<file path="src/rtl/uop_sequencer.sv">
// uop_sequencer: walks the micro-op index of each instruction for the controller ROM,
// retires instructions on RESET_uOP, latches ALU flags, counts retired instructions
// and flags micro-op overruns.
// Optional feature: define UOP_SINGLE_STEP_EN to enable single-instruction stepping from IDLE.

module uop_sequencer #(
   parameter int MAX_UOP = 6
) (
   input  logic        CLK,
   input  logic        RESET,
   input  logic        RUN,
   input  logic        STEP,
   input  logic        RESET_uOP,
   input  logic        READ_FLAGS,
   input  logic        ALU_ZERO,
   input  logic        ALU_COUT,
   output logic [2:0]  uOP,
   output logic        ZERO_FLAG,
   output logic        COUT_FLAG,
   output logic        INSTR_DONE,
   output logic [15:0] INSTR_COUNT,
   output logic        FAULT
);

   typedef enum logic [1:0] {
      INIT = 2'd0,
      EXEC = 2'd1,
      IDLE = 2'd2
   } state_t;

   // Micro-op row 7 is the controller's side-effect-free default row.
   localparam logic [2:0] IdleUop  = 3'b111;
   localparam logic [2:0] MaxUop   = 3'(MAX_UOP);
   localparam logic [2:0] FirstExe = 3'd2;

   state_t      state_q, state_d;
   logic [2:0]  uop_q, uop_d;
   logic        zeroFlag_q, zeroFlag_d;
   logic        coutFlag_q, coutFlag_d;
   logic        instrDone_q, instrDone_d;
   logic [15:0] instrCount_q, instrCount_d;
   logic        fault_q, fault_d;

   logic        retire;
   logic        stepReq;
   logic        stepHold;

   // Fetch and decode rows (0 and 1) can never be an instruction's last micro-op.
   assign retire = (state_q == EXEC) && (uop_q >= FirstExe) && RESET_uOP;

`ifdef UOP_SINGLE_STEP_EN
   logic stepPending_q, stepPending_d;

   assign stepReq  = STEP;
   assign stepHold = stepPending_q;

   // A step armed from IDLE (without RUN) stays pending until its instruction retires.
   always_comb begin
      stepPending_d = stepPending_q;
      if ((state_q == IDLE) && !RUN && STEP) begin
         stepPending_d = 1'b1;
      end else if (retire) begin
         stepPending_d = 1'b0;
      end
   end

   // Step-pending register, cleared by reset.
   always_ff @(posedge CLK) begin
      if (RESET) begin
         stepPending_q <= 1'b0;
      end else begin
         stepPending_q <= stepPending_d;
      end
   end
`else
   logic unusedStep;

   assign unusedStep = STEP;
   assign stepReq    = 1'b0;
   assign stepHold   = 1'b0;
`endif

   // State and datapath registers; reset overrides every other input.
   always_ff @(posedge CLK) begin
      if (RESET) begin
         state_q      <= INIT;
         uop_q        <= IdleUop;
         zeroFlag_q   <= 1'b0;
         coutFlag_q   <= 1'b0;
         instrDone_q  <= 1'b0;
         instrCount_q <= 16'd0;
         fault_q      <= 1'b0;
      end else begin
         state_q      <= state_d;
         uop_q        <= uop_d;
         zeroFlag_q   <= zeroFlag_d;
         coutFlag_q   <= coutFlag_d;
         instrDone_q  <= instrDone_d;
         instrCount_q <= instrCount_d;
         fault_q      <= fault_d;
      end
   end

   // Next-state logic: sequence micro-ops, retire, detect overrun, latch flags.
   always_comb begin
      state_d      = state_q;
      uop_d        = uop_q;
      zeroFlag_d   = zeroFlag_q;
      coutFlag_d   = coutFlag_q;
      instrDone_d  = 1'b0;
      instrCount_d = instrCount_q;
      fault_d      = fault_q;

      case (state_q)
         INIT: begin
            if (RUN) begin
               state_d = EXEC;
               uop_d   = 3'd0;
            end else begin
               state_d = IDLE;
               uop_d   = IdleUop;
            end
         end

         IDLE: begin
            if (RUN || stepReq) begin
               state_d = EXEC;
               uop_d   = 3'd0;
            end else begin
               uop_d   = IdleUop;
            end
         end

         EXEC: begin
            if (READ_FLAGS) begin
               zeroFlag_d = ALU_ZERO;
               coutFlag_d = ALU_COUT;
            end
            if (uop_q < FirstExe) begin
               uop_d = uop_q + 3'd1;
            end else if (RESET_uOP) begin
               instrDone_d  = 1'b1;
               instrCount_d = instrCount_q + 16'd1;
               if (RUN && !stepHold) begin
                  uop_d = 3'd0;
               end else begin
                  state_d = IDLE;
                  uop_d   = IdleUop;
               end
            end else if (uop_q >= MaxUop) begin
               fault_d = 1'b1;
               uop_d   = 3'd0;
            end else begin
               uop_d = uop_q + 3'd1;
            end
         end

         default: begin
            state_d = INIT;
            uop_d   = IdleUop;
         end
      endcase
   end

   // Outputs are taken straight from registers so the controller ROM sees glitch-free values.
   always_comb begin
      uOP         = uop_q;
      ZERO_FLAG   = zeroFlag_q;
      COUT_FLAG   = coutFlag_q;
      INSTR_DONE  = instrDone_q;
      INSTR_COUNT = instrCount_q;
      FAULT       = fault_q;
   end

endmodule

</file>
<file path="config.mk">
export PLATFORM = sky130hd
export DESIGN_NAME = uop_sequencer
export DESIGN_NICKNAME = d
export VERILOG_FILES = /design/src/rtl/uop_sequencer.sv
export SDC_FILE = /design/constraint.sdc
export NUM_CORES = 1
export LEC_CHECK = 0
export ABC_AREA = 1
export CAP_MARGIN = 0
export CORE_MARGIN = 1.5
export CORE_UTILIZATION = 33
export CTS_CLUSTER_SIZE = 8
export DETAILED_ROUTE_END_ITERATION = 12
export HOLD_SLACK_MARGIN = 0.02
export SLEW_MARGIN = 20
export SYNTH_ARGS = -nofsm -noshare
export SYNTH_HDL_FRONTEND = slang
export SYNTH_SLANG_ARGS = --single-unit
</file>
<file path="constraint.sdc">
create_clock -name CLK -period 2.3 [get_ports CLK]
set_clock_uncertainty 0.05 [all_clocks]
set_input_delay 0.69 -clock CLK [delete_from_list [all_inputs] [get_ports CLK]]
set_output_delay 0.69 -clock CLK [all_outputs]
set_load 0.03 [all_outputs]
</file>
Fig. 1: signal wires on met1
Supply wires on this layer in gray.
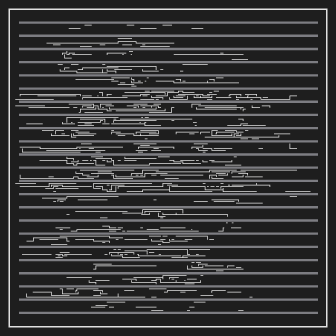
- nets with wire on the layer: 216
- share of all routed wire: 54%
- main direction: horizontal
- longest straight run: 24.4 um
Routed WL: 2780 um
M1 GR Usage: 0.213

Fig. 2: M2 wires
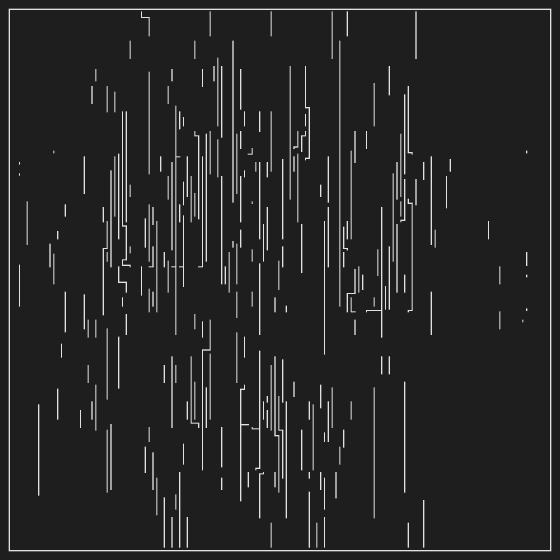
- main direction: vertical
- share of all routed wire: 42%
- longest straight run: 32.0 um
- wire length on this layer: 1170 um
via count: 1208
grt met2 use: 0.216

==> run_summary.xml <==
<?xml version="1.0" encoding="UTF-8"?>
<metrics>
  <group name="floorplanning">
    <metric name="die_y" unit="um">65.2</metric>
  </group>
  <group name="place">
    <metric name="post_placement_worst_setup_slack" unit="ns">0.160</metric>
    <metric name="postPlaceCellArea" unit="sq um">1640</metric>
    <metric name="port_buffers" unit="">29</metric>
    <metric name="placed_cells_incl_taps" unit="">267</metric>
  </group>
  <group name="clock_tree">
    <metric name="cts_buffers" unit="">3</metric>
    <metric name="cts.root.buffer_cell" unit="">clkbuf_8</metric>
    <metric name="clk_pin_slew_worst_paths" unit="ns">0.10</metric>
  </group>
  <group name="outcome">
    <metric name="status" unit="">finished, final reports clean</metric>
  </group>
  <group name="critical_path">
    <metric name="critical_path.startpoint_type" unit="">flop</metric>
    <metric name="required" unit="ns">1.56</metric>
    <metric name="critPathMaxStageDelay" unit="ns">0.70</metric>
    <metric name="worstPathBufferInverterCount" unit="">1</metric>
    <metric name="critical_path.slowest_cell" unit="">clkdlybuf4s50_1</metric>
  </group>
  <group name="timing">
    <metric name="layout_setup_ws" unit="ns">0.155</metric>
    <metric name="final_period_minus_worst_setup_slack" unit="ns">2.14</metric>
  </group>
  <group name="cells_and_area">
    <metric name="layout-drive-gt1-share" unit="">0.0717</metric>
    <metric name="final_cell_count_no_fill" unit="">271</metric>
  </group>
  <group name="synth">
    <metric name="number_of_different_library_cells_in_the_post_synthesis_netlist" unit="">24</metric>
    <metric name="ys_top_logic_family" unit="">simple AND/OR/NAND/NOR gates</metric>
    <metric name="synthesis.area" unit="sq um">1270</metric>
  </group>
  <group name="grt">
    <metric name="grt-ovfl-total" unit="">0</metric>
  </group>
</metrics>
Fig. 3: met3 routing
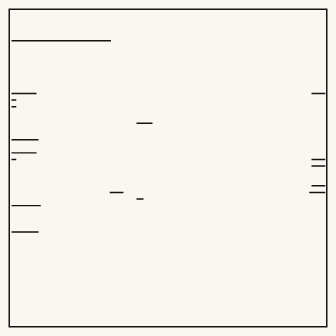
- main direction: horizontal
- wire length on this layer: 68.1 um
- share of all routed wire: 2.5%
- nets with wire on the layer: 15
- longest straight run: 20.2 um
met3 usage: 0.0205

Fig. 4: wire density map
Bar = 20 um. 13 x 13 tiles, from dark purple (low) to yellow (high), scaled to the fullest tile. Values are wire area over tile area, all layers added.
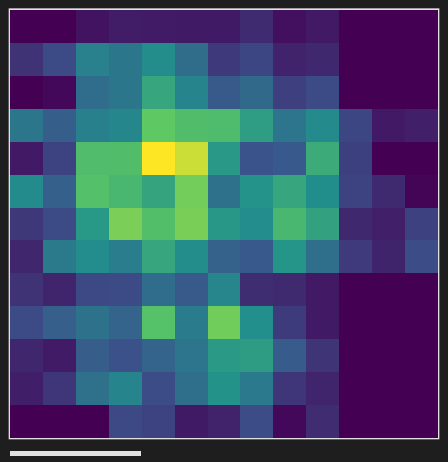
- tiles over half the peak: 18%
- fullest tile: 0.37
- nearly empty tiles: 20%
- emptiest ninth of the die: lower right
overall track demand over capacity in global routing: 0.148
WL per Instance: 10.3 um

## final cells by class
| class | count | area [sq um] |
|---|---|---|
| multi-input combinational | 129 | 634 |
| clock inverter | 1 | 5.00 |
| tap | 48 | 60.1 |
| inverter | 31 | 116 |
| sequential | 25 | 500 |
| fill | 412 | 2000 |
| clock buffer | 3 | 41.3 |
| timing repair buffer | 34 | 328 |
## state kept, by name, summed over array words and instances (netlist names)
signal,cells
INSTR_COUNT,16
FAULT,1
INSTR_DONE,1
ZERO_FLAG,1
uOP,3
state_q,2
COUT_FLAG,1
## worst paths after layout
check	start	end	slack, ns	cells after the start
worst max-delay path	INSTR_COUNT[5]$_SDFFE_PP0P_	INSTR_COUNT[5]	0.16	1
worst min-delay path	COUT_FLAG$_SDFFE_PP0P_	COUT_FLAG$_SDFFE_PP0P_	0.42	2
worst max register to register	INSTR_COUNT[1]$_SDFFE_PP0P_	INSTR_COUNT[10]$_SDFFE_PP0P_	0.81	8
worst min register to register	COUT_FLAG$_SDFFE_PP0P_	COUT_FLAG$_SDFFE_PP0P_	0.42	2
## layer usage
metal	track usage	vias up
li1	-	664
met1	0.213	524
met2	0.216	16
met3	0.0205	4
met4	0.0703	0
met5	0	-
## cells in the final DEF, fill, tap and decap left out, drive strengths merged, types with 5 or more instances in the layout
master	count
nand2	43
nor2	36
inv	31
clkdlybuf4s50	29
dfxtp	25
nand3	13
a21oi	11
o21ai	9
nand4	6
buf	5
## where the power goes
group	leakage [nW]	internal [mW]	total (mW)	switching, mW
logic	0.466	0.0625	0.151	0.0886
clock network	0.0255	0.121	0.269	0.148
registers	0.203	0.449	0.464	0.0148
No activity file was given, so power comes from the tool's default toggle rates.
